### Where the registers sit

Scale bar: 20 um.
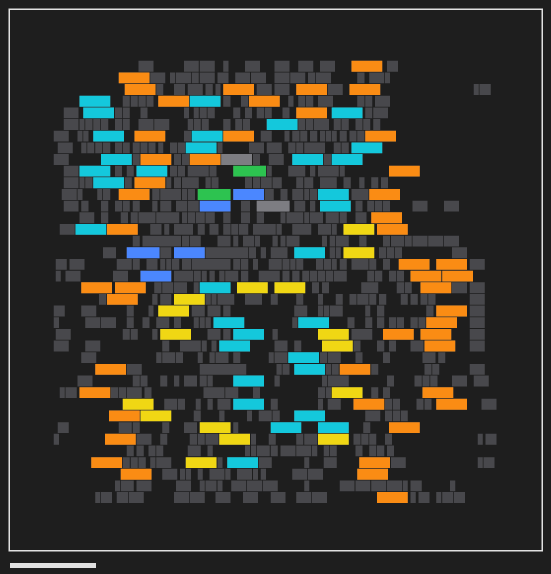
### Placed standard cells

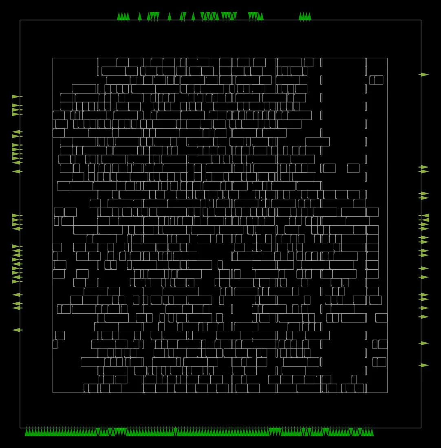
### Drive-strength map

Scale bar: 20 um.
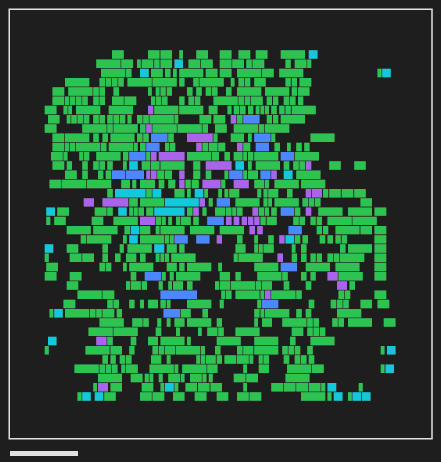
### Wire density map

25 x 25 tiles, from dark blue (low) to red (high), scaled to the fullest tile. Values are wire area over tile area, all layers added.
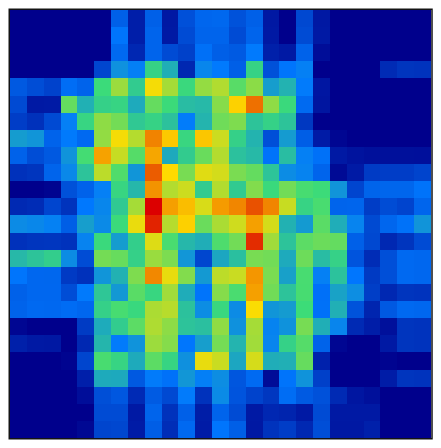
### Routed clock nets over the placement

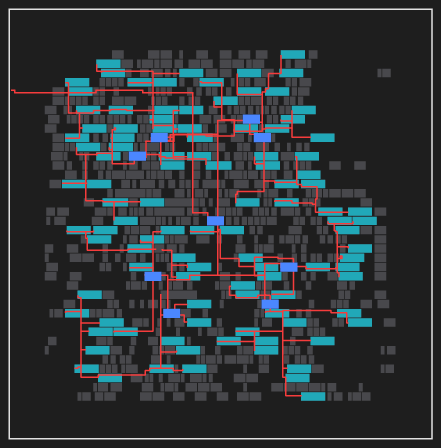
Design des_round_engine, sky130hd; sources not shown.
==> flow_metrics.py <==
# Flow results
metrics = {
    "floorplan": {
        "die_x_um": 124,
        "die_y_um": 126,
    },
    "status": {
        "status": "finished, final reports clean",
    },
    "worst_setup_path": {
        "crit_path_max_incr_delay_ns": 0.42,
        "path_max_fanout": 10,
        "arrival_ns": 1.82,
        "path_depth": 4,
    },
    "place": {
        "dpl-instance-area_um2": 5690,
    },
    "global_routing": {
        "antenna_found_initial": 0,
    },
    "layout": {
        "fillers": 993,
        "diodes": 0,
    },
    "sta": {
        "hold_viol_final": 0,
        "relSlewSlack_pct": 61.9,
    },
    "route": {
        "via_per_inst": 5.39,
    },
    "logic_synthesis": {
        "yosys_area_um2": 4450,
        "yosys_cells": 543,
        "yosysSeqAreaShare_pct": 47.2,
        "async_flop_share_pct": 0,
    },
    "pwr": {
        "leakagePower_nw": 2.11,
        "vdd_drop_max_mv": 0.431,
    },
    "clock_network": {
        "cts_made_buffers": 9,
        "cts_sinks": 105,
    },
    "flow_run": {
        "warnings": 109,
    },
}
Notes on 'Where the registers sit' above:
legend:
  yellow:
    netlist_name: l_reg
    placed_flops: 16
  blue:
    netlist_name: round_cnt
    placed_flops: 5
  orange:
    netlist_name: out_data
    placed_flops: 48
  cyan:
    netlist_name: r_reg
    placed_flops: 32
  green:
    netlist_name: state
    placed_flops: 2
Flop area: 2110 um^2
Final Util: 56.2%

Notes on 'Placed standard cells' above:
row count: 38
Core Footprint: 10,700 um^2
flop count: 105
Non-Filler Instances: 816

Notes on 'Drive-strength map' above:
legend:
  blue:
    size: drive 6 and up
    cells: 22
    share: 3.3%
    most_used: buf_6
  green:
    size: drive 1 or less
    cells: 583
    share: 86%
    most_used: dfxtp_1
  purple:
    size: drive 2
    cells: 41
    share: 6.1%
    most_used: buf_2
  cyan:
    size: drive 3 to 4
    cells: 30
    share: 4.4%
    most_used: buf_4
Non-clk bufs: 175
Final Cell Area: 6010 um^2
PnR worst setup slack: 0.0510 ns
Layout area overhead: 35.1%

Notes on 'Wire density map' above:
densest ninth of the die: middle
nearly empty tiles: 20%
fullest tile: 0.54
mean over tiles: 0.15
tiles over half the peak: 19%
global router's overall resource usage: 17.8%
WL/cell: 17.6 um

Notes on 'Routed clock nets over the placement' above:
legend:
  blue:
    item: cells driving clock nets
    count: 9
  red:
    item: clock wires
    length: 1,200 um
  cyan:
    item: flip-flops
    count: 105
routed clock nets: 10
clk latency late pin: 0.37 ns
clock network power share: 31.3%
skew final: 0.0112 ns

## report_power, final
part	internal, mW	switching, mW
combinational	0.358	0.437
sequential	2.74	0.119
clock	0.725	0.937
total	3.82	1.49
## layout make-up
class                           instances  area share [%]
Clock inverter                          7            1.16
Buffer                                 74            8.05
Sequential cell                       105            35.0
Multi-Input combinational cell        377            33.8
Inverter                                3           0.187
Timing Repair Buffer                  101            16.8
Tap cell                              140            2.91
Clock buffer                            9            2.06
## kinds of logic after synthesis
logic type      after synthesis  share of synthesized area, %
buf+inv                      77                          9.95
compound gates              193                          25.2
flops                       105                          47.2
fa+ha+maj                     2                         0.562
simple gates                165                          17.0
other cells                   1                        0.0842
## repair_timing
| action | 4_1_cts | 5_1_grt |
|---|---|---|
| endpoints found under the setup margin | 53 | 82 |
| gates resized | 14 | 28 |
| buffers inserted | 1 | 0 |
| hold buffers | 0 | 0 |
| pin swaps | 0 | 1 |
## layer usage
metal	vias up	global-route usage (%)	wire (um)
met5	-	0	0
met4	0	4.54	157
met3	19	4.42	925
met2	138	29.6	7190
met1	2081	22.4	6130
li1	2164	-	-
## tightest hold or removal path: cells and delay by family
family | cells | cell delay (ns)
buffers and inverters | 1 | 0.40
AND/OR/NAND/NOR | 1 | 0.05
AND-OR/OR-AND | 1 | 0.05
## metrics by stage
step / power, mW / TNS, ns
floorplan: 3.36 / 0
global placement: 3.65 / -3.70
detailed placement: 3.67 / -6.52
CTS: 5.29 / -0.0160
global route: 5.53 / -0.182
finish: 5.31 / 0
## cell usage in the layout, fill, tap and decap left out, drive strengths merged, types with 4 or more instances in the layout
cell	instances
nand3	68
buf	51
clkdlybuf4s50	100
a311oi	32
clkbuf	33
clkinv	4
conb	17
a21oi	101
inv	4
o21ai	49
dfxtp	105
nand2	82
Power figures rest on the tool's default switching activity, not on a simulated workload.
